===== src/rtl/slicer_pkg.sv =====
// rtl/slicer_pkg.sv - shared types and constants for the slicer pulse meter
// Optional feature macro: SLICER_GAP_MEAS_EN (adds the gap field to the result layout).
package slicer_pkg;

    localparam int DEF_CNT_W      = 16;
    localparam int DEF_FIFO_DEPTH = 8;

    typedef enum logic [1:0] {
        IDLE     = 2'd0,
        WAIT_LOW = 2'd1,
        HIGH     = 2'd2
    } meter_state_t;

    // Result layout at the default counter width; the top packs the same
    // fields MSB-first into a flat vector so CNT_W can be overridden.
    typedef struct packed {
        logic                 sat;
        logic [DEF_CNT_W-1:0] width;
`ifdef SLICER_GAP_MEAS_EN
        logic [DEF_CNT_W-1:0] gap;
`endif
    } meter_result_t;

    // Bits per FIFO entry for a given counter width.
    function automatic int result_width(input int cnt_w);
`ifdef SLICER_GAP_MEAS_EN
        return 2 * cnt_w + 1;
`else
        return cnt_w + 1;
`endif
    endfunction

endpackage


===== src/rtl/slicer_meter_fifo.sv =====
// rtl/slicer_meter_fifo.sv - synchronous first-word-fall-through result FIFO
// Ports: clk, rst (async, active-high); wr_valid/wr_data write side;
//        rd_ready pops the head; rd_data is the head entry; full/empty status.
// A write while full is accepted only when a pop happens in the same cycle.
module slicer_meter_fifo #(
    parameter int DATA_W = 17,
    parameter int DEPTH  = 8
) (
    input  logic              clk,
    input  logic              rst,
    input  logic              wr_valid,
    input  logic [DATA_W-1:0] wr_data,
    input  logic              rd_ready,
    output logic [DATA_W-1:0] rd_data,
    output logic              full,
    output logic              empty
);
    localparam int AW = $clog2(DEPTH);

    logic [DATA_W-1:0] mem [DEPTH];
    logic [AW-1:0]     wr_ptr;
    logic [AW-1:0]     rd_ptr;
    logic [AW:0]       count;
    logic              wr_en;
    logic              rd_en;

    assign empty   = (count == '0);
    assign full    = (count == (AW+1)'(DEPTH));
    assign rd_en   = rd_ready && !empty;
    assign wr_en   = wr_valid && (!full || rd_en);
    assign rd_data = mem[rd_ptr];

    always_ff @(posedge clk) begin
        if (wr_en) begin
            mem[wr_ptr] <= wr_data;
        end
    end

    always_ff @(posedge clk or posedge rst) begin
        if (rst) begin
            wr_ptr <= '0;
            rd_ptr <= '0;
            count  <= '0;
        end else begin
            if (wr_en) begin
                wr_ptr <= wr_ptr + 1'b1;
            end
            if (rd_en) begin
                rd_ptr <= rd_ptr + 1'b1;
            end
            case ({wr_en, rd_en})
                2'b10:   count <= count + 1'b1;
                2'b01:   count <= count - 1'b1;
                default: count <= count;
            endcase
        end
    end

endmodule


===== src/rtl/slicer_pulse_meter.sv =====
// rtl/slicer_pulse_meter.sv - slicer output pulse-width meter with result FIFO
// Ports: clk, rst (async, active-high); din slicer output (async); enable;
//        min_width glitch threshold; m_valid/m_ready/m_width/m_sat result stream;
//        pulse_count, glitch_count, overflow (sticky) status.
// Optional: SLICER_GAP_MEAS_EN adds output m_gap (low time before each pulse).
module slicer_pulse_meter
    import slicer_pkg::*;
#(
    parameter int CNT_W       = DEF_CNT_W,
    parameter int FIFO_DEPTH  = DEF_FIFO_DEPTH,
    parameter int SYNC_STAGES = 2
) (
    input  logic             clk,
    input  logic             rst,
    input  logic             din,
    input  logic             enable,
    input  logic [7:0]       min_width,
    output logic             m_valid,
    input  logic             m_ready,
    output logic [CNT_W-1:0] m_width,
    output logic             m_sat,
`ifdef SLICER_GAP_MEAS_EN
    output logic [CNT_W-1:0] m_gap,
`endif
    output logic [15:0]      pulse_count,
    output logic [7:0]       glitch_count,
    output logic             overflow
);
    localparam int               RES_W   = result_width(CNT_W);
    localparam logic [CNT_W-1:0] CNT_MAX = {CNT_W{1'b1}};

    // Synchroniser and edge detect
    logic [SYNC_STAGES-1:0] sync_q;
    logic                   ds;
    logic                   ds_d;
    logic                   rise;
    logic                   fall;

    always_ff @(posedge clk or posedge rst) begin
        if (rst) begin
            sync_q <= '0;
            ds_d   <= 1'b0;
        end else begin
            sync_q <= {sync_q[SYNC_STAGES-2:0], din};
            ds_d   <= ds;
        end
    end

    assign ds   = sync_q[SYNC_STAGES-1];
    assign rise = ds && !ds_d;
    assign fall = !ds && ds_d;

    // FSM
    meter_state_t state;
    meter_state_t state_nxt;
    logic         start;
    logic         finish;

    always_ff @(posedge clk or posedge rst) begin
        if (rst) begin
            state <= IDLE;
        end else begin
            state <= state_nxt;
        end
    end

    always_comb begin
        state_nxt = state;
        start     = 1'b0;
        finish    = 1'b0;
        case (state)
            IDLE: begin
                if (enable) begin
                    // A rising edge seen right now is measurable; a level that
                    // was already high belongs to a pulse we joined mid-way.
                    if (rise) begin
                        state_nxt = HIGH;
                        start     = 1'b1;
                    end else if (ds) begin
                        state_nxt = WAIT_LOW;
                    end
                end
            end
            WAIT_LOW: begin
                if (!ds || !enable) begin
                    state_nxt = IDLE;
                end
            end
            HIGH: begin
                if (!enable) begin
                    state_nxt = IDLE;
                end else if (fall) begin
                    state_nxt = IDLE;
                    finish    = 1'b1;
                end
            end
            default: state_nxt = IDLE;
        endcase
    end

    // Width measurement
    logic [CNT_W-1:0] width_q;
    logic             sat_q;
    logic             qualified;

    always_ff @(posedge clk or posedge rst) begin
        if (rst) begin
            width_q <= '0;
            sat_q   <= 1'b0;
        end else if (start) begin
            width_q <= CNT_W'(1);
            sat_q   <= 1'b0;
        end else if (state == HIGH && ds) begin
            if (width_q == CNT_MAX) begin
                sat_q <= 1'b1;
            end else begin
                width_q <= width_q + CNT_W'(1);
            end
        end
    end

    assign qualified = finish && (32'(width_q) >= 32'(min_width));

`ifdef SLICER_GAP_MEAS_EN
    // Gap runs from an accepted falling edge; glitches do not restart it.
    logic [CNT_W-1:0] gap_cnt;
    logic [CNT_W-1:0] gap_q;
    logic             gap_seen;

    always_ff @(posedge clk or posedge rst) begin
        if (rst) begin
            gap_cnt  <= '0;
            gap_q    <= '0;
            gap_seen <= 1'b0;
        end else begin
            if (qualified) begin
                gap_cnt  <= CNT_W'(1);
                gap_seen <= 1'b1;
            end else if (!enable) begin
                gap_seen <= 1'b0;
            end else if (gap_cnt != CNT_MAX) begin
                gap_cnt <= gap_cnt + CNT_W'(1);
            end
            if (start) begin
                gap_q <= gap_seen ? gap_cnt : CNT_MAX;
            end
        end
    end
`endif

    // Result staging: one register stage between qualification and FIFO write
    logic [RES_W-1:0] res_in;
    logic [RES_W-1:0] push_data_q;
    logic             push_q;
    logic [RES_W-1:0] fifo_data;
    logic [RES_W-1:0] head;
    logic             fifo_full;
    logic             fifo_empty;
    logic             pop;

`ifdef SLICER_GAP_MEAS_EN
    assign res_in = {sat_q, width_q, gap_q};
`else
    assign res_in = {sat_q, width_q};
`endif

    always_ff @(posedge clk or posedge rst) begin
        if (rst) begin
            push_q       <= 1'b0;
            push_data_q  <= '0;
            pulse_count  <= '0;
            glitch_count <= '0;
            overflow     <= 1'b0;
        end else begin
            push_q      <= qualified;
            push_data_q <= res_in;
            if (push_q) begin
                pulse_count <= pulse_count + 16'd1;
                if (fifo_full && !pop) begin
                    overflow <= 1'b1;
                end
            end
            if (finish && !qualified && glitch_count != 8'hFF) begin
                glitch_count <= glitch_count + 8'd1;
            end
        end
    end

    slicer_meter_fifo #(
        .DATA_W (RES_W),
        .DEPTH  (FIFO_DEPTH)
    ) u_fifo (
        .clk      (clk),
        .rst      (rst),
        .wr_valid (push_q),
        .wr_data  (push_data_q),
        .rd_ready (m_ready),
        .rd_data  (fifo_data),
        .full     (fifo_full),
        .empty    (fifo_empty)
    );

    assign m_valid = !fifo_empty;
    assign pop     = m_valid && m_ready;
    // Stale storage is masked so the result outputs read 0 while empty.
    assign head    = m_valid ? fifo_data : '0;
    assign m_sat   = head[RES_W-1];
    assign m_width = head[RES_W-2 -: CNT_W];
`ifdef SLICER_GAP_MEAS_EN
    assign m_gap   = head[CNT_W-1:0];
`endif

endmodule


===== config.mk =====
export PLATFORM = sky130hd
export DESIGN_NAME = slicer_pulse_meter
export DESIGN_NICKNAME = d
export VERILOG_FILES = /design/src/rtl/slicer_pkg.sv /design/src/rtl/slicer_meter_fifo.sv /design/src/rtl/slicer_pulse_meter.sv
export SDC_FILE = /design/constraint.sdc
export NUM_CORES = 1
export LEC_CHECK = 0
export CORE_UTILIZATION = 60
export DETAILED_ROUTE_END_ITERATION = 10
export PLACE_DENSITY = 0.9
export SETUP_SLACK_MARGIN = 0.4
export SYNTH_ARGS = -nofsm -noshare
export SYNTH_HDL_FRONTEND = slang
export SYNTH_SLANG_ARGS = --single-unit

===== constraint.sdc =====
create_clock -name clk -period 4.45 [get_ports clk]
set_input_delay 0.89 -clock clk [delete_from_list [all_inputs] [get_ports clk]]
set_output_delay 0.89 -clock clk [all_outputs]
set_load 0.02 [all_outputs]

==> images/congestion.png <==
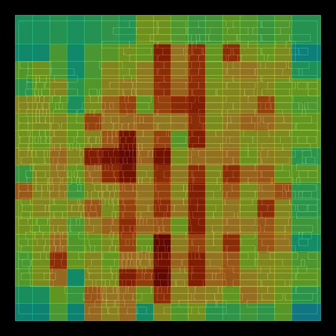
met3 routing resource usage after global routing: 3.79%
average wire per standard cell: 21.1 um

==> images/flops_by_reg.png <==
Scale bar: 20 um. Other sequential cells in the stronger grey, the rest of the logic in the fainter grey.
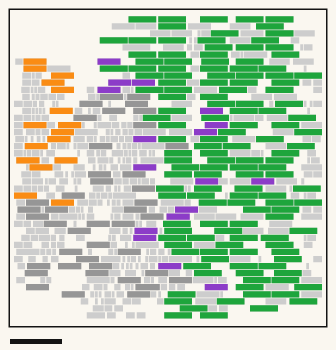
Key: purple = push_data_q [flops 17]; green = u_fifo.mem [flops 136]; orange = pulse_count [flops 16]
utilization after layout: 73.1%
Seq area share: 58.5%
flip-flop and latch area: 5960 um^2
power of the sequential group: 2.37 mW

==> images/logic_types.png <==
Scale bar: 20 um.
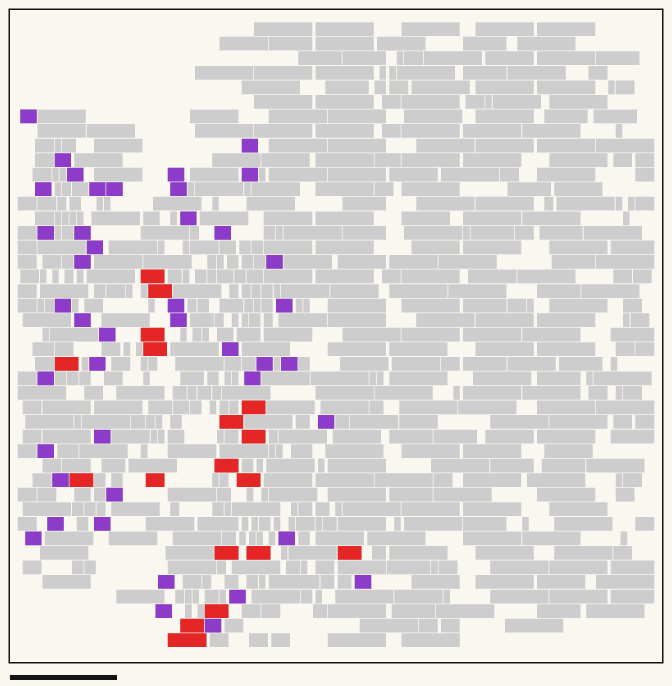
Key: red = fa/ha/maj cells [cells 18, most used ha_1]; purple = xor and xnor cells [cells 43, most used xnor2_1]
most numerous logic cell after layout: edfxtp_1
post-route insts no fill: 805
multi-input logic portion of the cell area: 24.9%

==> images/placement_by_type.png <==
Scale bar: 20 um.
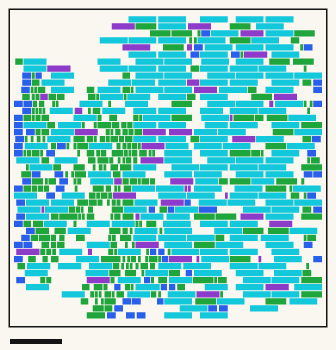
Key: purple = clock drivers and dummy loads [cells 40, share of their area 7.2%]; green = combinational and other logic [cells 305, share of their area 26%]; cyan = sequential cells [cells 211, share of their area 60%]; blue = remaining buffers and delay cells [cells 69, share of their area 6.7%]
std cell rows: 43
total core area: 13900 um^2
area of all placed cells without fillers: 10200 um^2

==> images/sizes.png <==
Scale bar: 20 um.
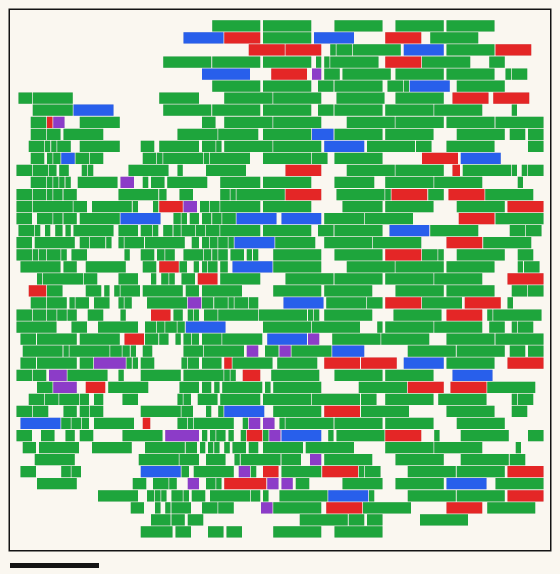
Key: red = _2 cells [cells 49, share 7.8%]; blue = _6 and larger [cells 28, share 4.5%]; green = _0 and _1 cells [cells 527, share 84%]; purple = _3 and _4 cells [cells 21, share 3.4%]
setup ws final: 0.791 ns
buffers outside the clock class: 69

==> results.txt <==
This note records the results obtained with Yosys and OpenROAD.

Status
The flow ran to the end, and the final reports show no timing, DRC or antenna violations.

Timing
Static timing analysis puts the maximum clock frequency at 273 MHz. Looking at the max-slew report, the worst-margin pin has a slew of 1.03 ns. The final critical-path required period is 3.66 ns.

Dividing the final minimum period by the clock period gives 82.2%. The final timing report counts setup violations totalling 0. The number of hold violations in the final report is 0. The number of pins with negative max-slew slack in the final report is 0. The headroom to the max-slew limit is 31.2%.

Setup repair after global routing left no endpoint under its margin.

Clocking
The deepest clock path buffer count is 3. The later-pin clock latency in the skew report is 0.49 ns. The post-CTS setup-driven buffer insertion count is 0. The clock drives 211 sinks. The root buffer cell is clkbuf_16. The number of hold buffers added after CTS was 0. Buffers inserted during clock tree synthesis total 22.

Cells and area
The number of combinational gates with multiple inputs is 284. The layout overhead on the synthesized area is 18.1%. The non-clock inverter instance count of the final layout is 21. Cells with a size suffix above 1 make up 15.7% of the layout. There are 211 flip-flops and latches. Leaving out buffers and inverters, the combinational logic in the layout accounts for 2530 um^2. The number of inserted filler cells in the final layout is 800.

The biggest cell category by area in the final layout is flip-flops and latches. The final layout net count is 639. Leaving out fill and tap cells, the most frequent cells in the layout are edfxtp_1 (136), dfrtp_1 (74), clkdlybuf4s50_1 (55).

Ranked by flip-flop count, first place goes to u_fifo.mem. The flip-flop count of the largest register after layout is 136. The largest registers in the layout are u_fifo.mem: 136 flops, push_data_q: 17 flops.

Yosys
The yosys synthesis chip area is 8630 um^2. In the synthesized netlist, the cells that appear most often are edfxtp_1 (136), dfrtp_1 (75), nor2_1 (52), mux4_2 (34), xnor2_1 (32). The number of distinct library cell variants in the gate-level netlist after synthesis is 52.

The instance count of the mapped netlist is 530. The most used flip-flop cell after synthesis is edfxtp_1. The number of nets at floorplan is 560.

The fraction of registers with async set or reset after synthesis is 35.5%. The fraction of synthesized cell area taken by the top area cell type is 47.3%. The count of instantiated cells in the yosys netlist is 530.

The synthesized design spends more area on one cell type than any other, namely edfxtp_1. The most frequent cell after synthesis is edfxtp_1. By area the synthesized netlist is led by edfxtp_1 (47%), dfrtp_1 (22%), mux4_2 (8.9%), xnor2_1 (3.2%), ha_1 (2.3%). The xor-xnor portion of the synthesized cell area is 4.37%. The adder and majority cell fraction of the synthesized area is 2.67%.

Yosys mapped a number of flops with a built-in enable equal to 136. The mean post-synth cell area is 16.3 um^2. After synthesis the cells add up to 8630 um^2. The main combinational cell family by area after synthesis is multiplexers.

Floorplan
In this run the full chip footprint comes out at 14900 um^2. In this run the horizontal extent of the chip is 122 um. The pre-placement core utilization is 61.9%.

Setup path
In this run the critical path is formed by buf_12, mux4_2, mux2i_1, nor2_1, clkdlybuf4s50_1. The arrival time of the worst setup path is 2.77 ns. On the critical path, the stage with the largest delay is an instance of dfrtp_2. STA classifies the critical path startpoint as a flip-flop. The critical path start-end classification is reg -> out. Per STA, the highest per-stage delay on the worst path measures 0.65 ns. The critical-path maximum fanout is 24. STA reports a reg2reg setup slack of 1.86 ns. The endpoint required time on the critical path is 3.56 ns. The critical path ends at m_width[12]. Per the timing report, the most critical flop-to-flop path finishes at u_fifo.count[3].

The nature of the critical path endpoint is a primary output.

Route
The violation count after the first detailed-route iteration is 417. In this run the remaining antenna-violating nets after routing total 0. The total via count after detailed routing is 4801. Summed over all nets, wire length on met2 after detailed routing comes to 8840 um. The wire length on met3 is 1160 um.

Pwr
The fraction of power spent switching nets is 28.6%. Per report_power, the sequential group accounts for 42.2% of the total. Across the VDD grid, the largest voltage drop is 0.317 mV. Combinational logic is responsible for 26.0% of the overall power.

The power of the combinational group is 1.46 mW. The group with the largest share of power is sequential cells. Per report_power, the Clock row totals 1.78 mW.

The cell area power density is 551 nW/um^2. The net switching power is 1.60 mW. The script extracted a total leakage power of 3.90 nW.

Global routing
In the global route stage, met1 resource usage came out at 30.5%. The via count of the first global-routing pass is 5087. The global-route usage over all layers is 24.6%. Entering global routing, the biggest net connects 76 pins.

The routing usage on met2 is 43.8%.

Placement
The total half-perimeter wirelength after legalization and detailed placement is 10400 um. Prior to clock tree synthesis, the placed netlist has a worst setup slack of 1.28 ns. As logged by OpenROAD, the buffers inserted on ports number 55.

Worst hold path
The terminating pin of the worst hold path is sync_q[1]. The path type of the worst min-delay path is reg -> reg. The startpoint of the most critical hold path is sync_q[0].

Flow run
The total tool warning count is 26.
[per-stage QoR]
| stage | cell area (um^2) | instances | total power, mW | hold WS [ns] |
|---|---|---|---|---|
| 2_1_floorplan | 8630 | 530 | 3.34 | 0.331 |
| 3_3_place_gp | 9470 | 765 | 3.79 | 0.331 |
| 3_5_place_dp | 9470 | 765 | 3.87 | 0.336 |
| 4_1_cts | 10200 | 805 | 5.66 | 0.349 |
| 5_1_grt | 10200 | 805 | 5.84 | 0.358 |
| 6_report | 10200 | 805 | 5.61 | 0.352 |
[critical path, delay by kind of cell, from the launching register on]
kind | cells | cell delay [ns]
mux | 2 | 0.71
simple gates | 1 | 0.06
buf+inv | 2 | 0.84
flops | 1 | 0.65
Power is estimated from default activity; no workload was simulated.
